### config.mk
export PLATFORM = sky130hd
export DESIGN_NAME = gba_lcd_capture
export DESIGN_NICKNAME = d
export VERILOG_FILES = /design/src/rtl/gba_lcd_capture.sv
export SDC_FILE = /design/constraint.sdc
export NUM_CORES = 1
export LEC_CHECK = 0
export CAP_MARGIN = 20
export CORE_ASPECT_RATIO = 0.8
export CORE_MARGIN = 2
export CORE_UTILIZATION = 58
export DETAILED_ROUTE_END_ITERATION = 10
export PLACE_DENSITY = 0.83
export SLEW_MARGIN = 20
export SYNTH_ARGS = -nofsm -noshare
export SYNTH_HDL_FRONTEND = slang
export SYNTH_SLANG_ARGS = --single-unit
### constraint.sdc
create_clock -name i_clk -period 2.8 [get_ports i_clk]
set_input_delay 0.56 -clock i_clk [delete_from_list [all_inputs] [get_ports i_clk]]
set_output_delay 0.56 -clock i_clk [all_outputs]
set_load 0.005 [all_outputs]
### src/rtl/gba_lcd_capture.sv
// gba_lcd_capture: synchronise GBA LCD timing/RGB, track frame/line structure and write active pixels to a (ping-pong) framebuffer
module gba_lcd_capture #(
  parameter int H_ACTIVE    = 240,
  parameter int V_ACTIVE    = 160,
  parameter int V_SKIP      = 5,
  parameter int CW          = 5,
  parameter int ADDR_W      = 17,
  parameter int DOUBLE_BUF  = 1,
  parameter int SYNC_STAGES = 2
) (
  input  logic              i_clk,
  input  logic              i_rst,
  input  logic              i_DCLK,
  input  logic              i_LP,
  input  logic              i_SPL,
  input  logic              i_SPS,
  input  logic [CW-1:0]     i_R,
  input  logic [CW-1:0]     i_G,
  input  logic [CW-1:0]     i_B,
  input  logic              i_err_clr,
  output logic              o_wre,
  output logic [ADDR_W-1:0] o_wraddr,
  output logic [3*CW-1:0]   o_data,
  output logic              o_frame_done,
  output logic              o_buf,
  output logic [7:0]        o_frame_count,
  output logic              o_err_hlong,
  output logic              o_err_vshort,
  output logic [7:0]        o_LED
);
  localparam int IW = 3*CW+4;
  localparam int HW = $clog2(H_ACTIVE+1);
  localparam int VW = $clog2(V_ACTIVE+1);
  localparam int SW = $clog2(V_SKIP+1);
  localparam logic [ADDR_W-1:0] FRAME_SZ = ADDR_W'(H_ACTIVE*V_ACTIVE);
  localparam logic [ADDR_W-1:0] LINE_SZ  = ADDR_W'(H_ACTIVE);
  typedef enum logic [2:0] {IDLE, VSKIP, WAIT_LINE, ACTIVE, DONE} state_t;
  state_t state, state_nx;
  logic [IW-1:0] sync_q [SYNC_STAGES];
  logic [IW-1:0] s;
  logic [3:0] ctl_h;
  logic pix, lp_fall, spl_rise, sps_fall, in_frame, abort, wr, hlong;
  logic [HW-1:0] h;
  logic [VW-1:0] line;
  logic [SW-1:0] lp_cnt;
  logic [ADDR_W-1:0] line_base;
  logic region;
  assign s        = sync_q[SYNC_STAGES-1];
  assign pix      = ctl_h[3] & ~s[IW-1];
  assign lp_fall  = ctl_h[2] & ~s[IW-2];
  assign spl_rise = ~ctl_h[1] & s[IW-3];
  // frame start is the arrival of SPS low, so a long SPS pulse is not seen as a second frame start
  assign sps_fall = ctl_h[0] & ~s[IW-4];
  assign in_frame = state == VSKIP || state == WAIT_LINE || state == ACTIVE;
  assign abort    = sps_fall & in_frame;
  assign wr       = state == ACTIVE && !abort && pix && h < HW'(H_ACTIVE);
  assign hlong    = state == ACTIVE && !abort && pix && h >= HW'(H_ACTIVE);
  assign o_LED    = {o_err_vshort, o_err_hlong, o_buf, o_frame_count[4:0]};
  always_comb begin
    state_nx = state;
    case (state)
      IDLE:      state_nx = sps_fall ? VSKIP : IDLE;
      VSKIP:     state_nx = lp_cnt == SW'(V_SKIP) ? WAIT_LINE : VSKIP;
      WAIT_LINE: state_nx = spl_rise ? ACTIVE : WAIT_LINE;
      ACTIVE:    state_nx = !lp_fall ? ACTIVE : line == VW'(V_ACTIVE-1) ? DONE : WAIT_LINE;
      DONE:      state_nx = IDLE;
      default:   state_nx = IDLE;
    endcase
    if (abort) state_nx = VSKIP;
  end
  always_ff @(posedge i_clk or negedge i_rst) begin
    if (!i_rst) begin
      state <= IDLE;
      for (int i = 0; i < SYNC_STAGES; i++) sync_q[i] <= '0;
      ctl_h <= '0;
      h <= '0;
      line <= '0;
      lp_cnt <= '0;
      line_base <= '0;
      region <= 1'b0;
      o_wre <= 1'b0;
      o_wraddr <= '0;
      o_data <= '0;
      o_frame_done <= 1'b0;
      o_buf <= 1'b0;
      o_frame_count <= '0;
      o_err_hlong <= 1'b0;
      o_err_vshort <= 1'b0;
    end else begin
      state <= state_nx;
      sync_q[0] <= {i_DCLK, i_LP, i_SPL, i_SPS, i_R, i_G, i_B};
      for (int i = 1; i < SYNC_STAGES; i++) sync_q[i] <= sync_q[i-1];
      ctl_h <= s[IW-1 -: 4];
      o_wre <= wr;
      o_frame_done <= state == DONE;
      o_err_hlong <= hlong | (o_err_hlong & ~i_err_clr);
      o_err_vshort <= abort | (o_err_vshort & ~i_err_clr);
      if (state == IDLE) lp_cnt <= '0;
      if (state == VSKIP) begin
        lp_cnt <= lp_fall ? lp_cnt + 1'b1 : lp_cnt;
        line <= '0;
        line_base <= region ? FRAME_SZ : '0;
      end
      if (state == WAIT_LINE) h <= '0;
      if (wr) begin
        o_wraddr <= line_base + ADDR_W'(h);
        o_data <= s[3*CW-1:0];
        h <= h + 1'b1;
      end
      if (state == ACTIVE && spl_rise) h <= '0;
      // the pixel above used the old line_base, so a coincident LP fall advances afterwards
      if (state == ACTIVE && lp_fall && !abort) begin
        line <= line + 1'b1;
        line_base <= line_base + LINE_SZ;
      end
      if (abort) lp_cnt <= '0;
      if (state == DONE) begin
        o_buf <= region;
        o_frame_count <= o_frame_count + 1'b1;
        if (DOUBLE_BUF != 0) region <= ~region;
      end
    end
  end
endmodule

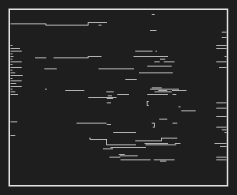
Fig. 1. The metal 3 layer.
Drawn at 2 px/µm.
longest straight run: 21.2 µm
nets with wire on the layer: 77
main direction: horizontal
share of all routed wire: 5.0%
via count: 3761
final routed wirelength across all metal layers: 11.5 mm
met3 usage: 0.0561

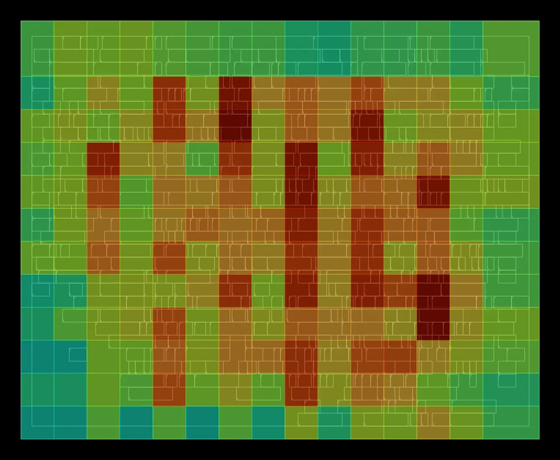
Fig. 2. Routing congestion map.
met2 global-route usage: 0.422
average detailed-routed wire length per instance: 17.6 µm
global routing met1 resource utilization: 0.341
highest-utilization routing layer at the global route stage: met2

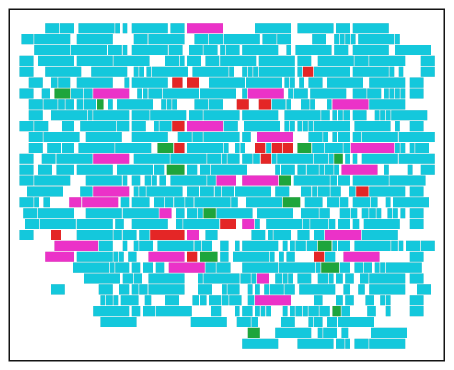
Fig. 3. Cell sizes after repair.
Drawn at 4 px/µm.
[x1 and smaller] cyan | cells: 485 | share: 90%
[x3 and x4] red | cells: 17 | share: 3.1%
[x6 and larger] magenta | cells: 25 | share: 4.6%
[x2] green | cells: 14 | share: 2.6%

## cells in the final DEF, fill, tap and decap left out, drive strengths merged, types with 3 or more instances in the layout
| cell type | count |
|---|---|
| nor3 | 5 |
| nand3 | 13 |
| nor4 | 6 |
| inv | 17 |
| o31ai | 3 |
| clkbuf | 18 |
| clkinv | 6 |
| clkdlybuf4s50 | 73 |
| a31oi | 7 |
| xnor2 | 11 |
| or3 | 8 |
| a211oi | 6 |
| dfrtp | 123 |
| nor2 | 16 |
| a21oi | 3 |
| nand2 | 95 |
| a22o | 3 |
| and3 | 6 |
| ha | 10 |
| buf | 10 |
| a221o | 3 |
| o211ai | 5 |
| o21ai | 19 |
| nand3b | 4 |
| nor2b | 3 |
| a21o | 3 |
| mux2i | 12 |
| nand4 | 7 |
| nor3b | 6 |
## metal layers
metal / track usage / vias up / part of all wire
li1: - / 1720 / -
met1: 0.341 / 1886 / 0.43
met2: 0.422 / 135 / 0.50
met3: 0.0561 / 20 / 0.050
met4: 0.100 / 0 / 0.016
met5: 0 / - / 0
## power by group through the flow
stage | combinational [mW] | sequential [mW] | clock [mW]
global route | 1.32 | 2.39 | 2.22
finish | 1.20 | 2.35 | 2.12
CTS | 1.21 | 2.34 | 2.13
detailed placement | 1.18 | 2.36 | 0
global placement | 1.13 | 2.34 | 0
floorplan | 0.585 | 2.30 | 0
## worst max path at each step
| stage | startpoint | end | slack (ns) | cells past startpoint |
|---|---|---|---|---|
| 5_1_grt | state[1] | h[3] | 0.51 | 4 |
| 2_1_floorplan | h[5] | o_wraddr[9] | 0.94 | 6 |
| 3_5_place_dp | state[1] | h[5] | 0.76 | 4 |
| 3_3_place_gp | state[1] | o_wraddr[16] | 0.86 | 5 |
| 4_1_cts | o_frame_count[2] | o_LED[2] | 0.68 | 1 |
| 6_report | state[1] | h[5] | 0.63 | 4 |
## worst max-delay path, stage by stage, from the launching register on
cell,delay (ns)
sky130_fd_sc_hd__dfrtp_1,0.66
sky130_fd_sc_hd__nand4b_1,0.22
sky130_fd_sc_hd__nor2_1,0.55
sky130_fd_sc_hd__nor3_2,0.21
sky130_fd_sc_hd__a221o_1,0.40
## repair_timing
action / 4_1_cts / 5_1_grt
gates resized: 0 / 0
hold buffers: 1 / 0
hold endpoints to repair: 14 / 0
## registers in the layout (all words and copies together) (netlist names), 8 cells and up
register	count
sync_q	19
line	8
line_base	13
o_frame_count	8
o_wraddr	17
s	19
h	8
o_data	15
## metrics by stage
step	worst slack [ns]	utilization	hold WS, ns	instance area (µm²)
after floorplan	0.941	-	0.264	5060
after global placement	0.861	0.694	0.333	5880
after detailed placement	0.756	0.694	0.335	5880
after CTS	0.683	0.763	0.348	6470
after global routing	0.511	0.763	0.353	6470
final	0.632	0.763	0.347	6470
## cell families (layout without fill, tap and decap cells)
group / Yosys count / count (layout) / synth area share
AND-OR/OR-AND: 69 / 69 / 0.0957
XOR/XNOR: 13 / 13 / 0.0225
adder cells (fa/ha/maj): 10 / 10 / 0.0247
buffers and inverters: 36 / 128 / 0.0351
flip-flops: 123 / 123 / 0.609
multiplexers: 14 / 14 / 0.0282
AND/OR/NAND/NOR: 184 / 184 / 0.185
==> results.txt <==
Quick summary of the implementation run below.

The flow ran to the end, and the final reports show no timing, DRC or antenna violations. Of the post-synthesis cell area, the dominant cell type holds 0.609. Counting endpoints that fail hold in the final report gives 0. The flip-flop and latch count came out at between 100 and 150.

The count of plain and timing-repair buffers is around 84. After filler insertion, the fill cell instance count of the layout stands at 523. The biggest fanout along the worst timing path came out at 16. The Yosys warning count is 0.

The areal power density over the cells came out at ~880 nW/µm². The number of standard cells after synthesis is 449. In this run the tools logged warnings totalling 27. The number of maximum-capacitance constraint violations is 0. The path depth of the worst reg2reg path is 4.

The type of destination of the critical path is a register. Looking at hold timing, the worst path starts from sync_q[34]. The final clock skew is 0.00843 ns. The most frequently used flop master after synthesis is sky130_fd_sc_hd__dfrtp_1. The arrival time of data at the worst endpoint is listed as ~2.6 ns. The cell taking the most area after synthesis is sky130_fd_sc_hd__dfrtp_1. The average cell area after synthesis is about 11 µm².

In this run the deepest clock path goes through 2 buffers. Setup repair after global routing left no endpoint under its margin. Synthesis produced a netlist with a net count of 481. The count of library flops with an enable pin came out at 0. The pre-placement core utilization came out at 0.596.

The half-perimeter wire length after detailed placement is around 7.2 mm. The total track usage came out at 0.258. The flow inserted 112 tap cells. The total of flip-flops plus latches after synthesis came out at around 120.

The fraction of area in registers came out at 0.476. In the post-synthesis netlist, the cell with the most instances is sky130_fd_sc_hd__dfrtp_1. The chip occupies 9490 µm².

The leakage power in the latest report is 2.99 nW. The via count of the first global-routing pass is 3724. The setup TNS came out at 0 ns. The TritonCTS clock tree is done. The clock-pin slew on the worst setup and hold paths is about 0.06 ns. The count of nets left with antenna violations after detail routing came out at 0. Per the CTS log, the root buffer master is sky130_fd_sc_hd__clkbuf_8. The cell depth of the worst min-delay path came out at 0.

Per the GRT congestion report, total overflow comes to 0. The worst IR drop on VDD is 479 µV. Looking at the setup timing report, the critical path kind is register to register. Looking at the reg2reg group, the worst path starts from state[1]. The area of the mapped netlist is 5060 µm². The synthesized netlist contains 57 unique library cells.

In this run the layout overhead on the synthesized area is reported as 28.0%. The fraction of final cell area spent on clock buffers and inverters in this run is 0.0893. The vias per cell is 5.76. The endpoint of the worst hold path is reported as s[15]. The endpoint required time on the critical path came out at 3.20 ns.

The reported net switching power is 1.69 mW. The total area inside the core boundary comes to 8480 µm². The global placement routability congestion is 0.871. The worst register-to-register path has a setup slack of 0.63 ns.

The wire length of the first global-routing pass came out at 18.5 mm. The startpoint kind of the worst setup timing path is a register. The detailed placer reported the number of placed instances as 620. The proportion of register bits with asynchronous set or reset after synthesis came out at 1.00. Yosys stat counts 449 cells in the synthesized netlist.

The layout buffering overhead excluding clock cells is 0.128. The type of the worst min-delay path is register to register. The sequential-to-total area share from yosys stat is 0.609. The number of placed I/O pins came out at 75.

The cell class with the largest area share is flip-flops and latches. The register cell area after layout came out at 3080 µm². The final-stage net count is 560.

As logged by OpenROAD, the buffers inserted on ports number 74. The part of the power in combinational logic is 0.212. The area recorded from the Yosys report for this design is between 5000 and 6000 µm². The H-tree depth came out at 4. The power report attributes to the sequential group a share of 0.414. The setup fix buffers added after clock tree synthesis came out at 0. The number of detailed-route iterations in the first pass is 5. The final tally of setup violations is 0.

The largest net degree at the start of global routing is between 40 and 50. Per the layout report, the design carries 12 non-clock inverters. The layout cell share with drive strength beyond 1 is 0.104. The main area contributors are sky130_fd_sc_hd__dfrtp_1, sky130_fd_sc_hd__nand2_1, sky130_fd_sc_hd__ha_1. The script computed the net switching share of total power as 0.298. Clock latency on the worst-skew pair, taken at its later pin, is around 0.52 ns.
Power and IR drop assume default switching activity.
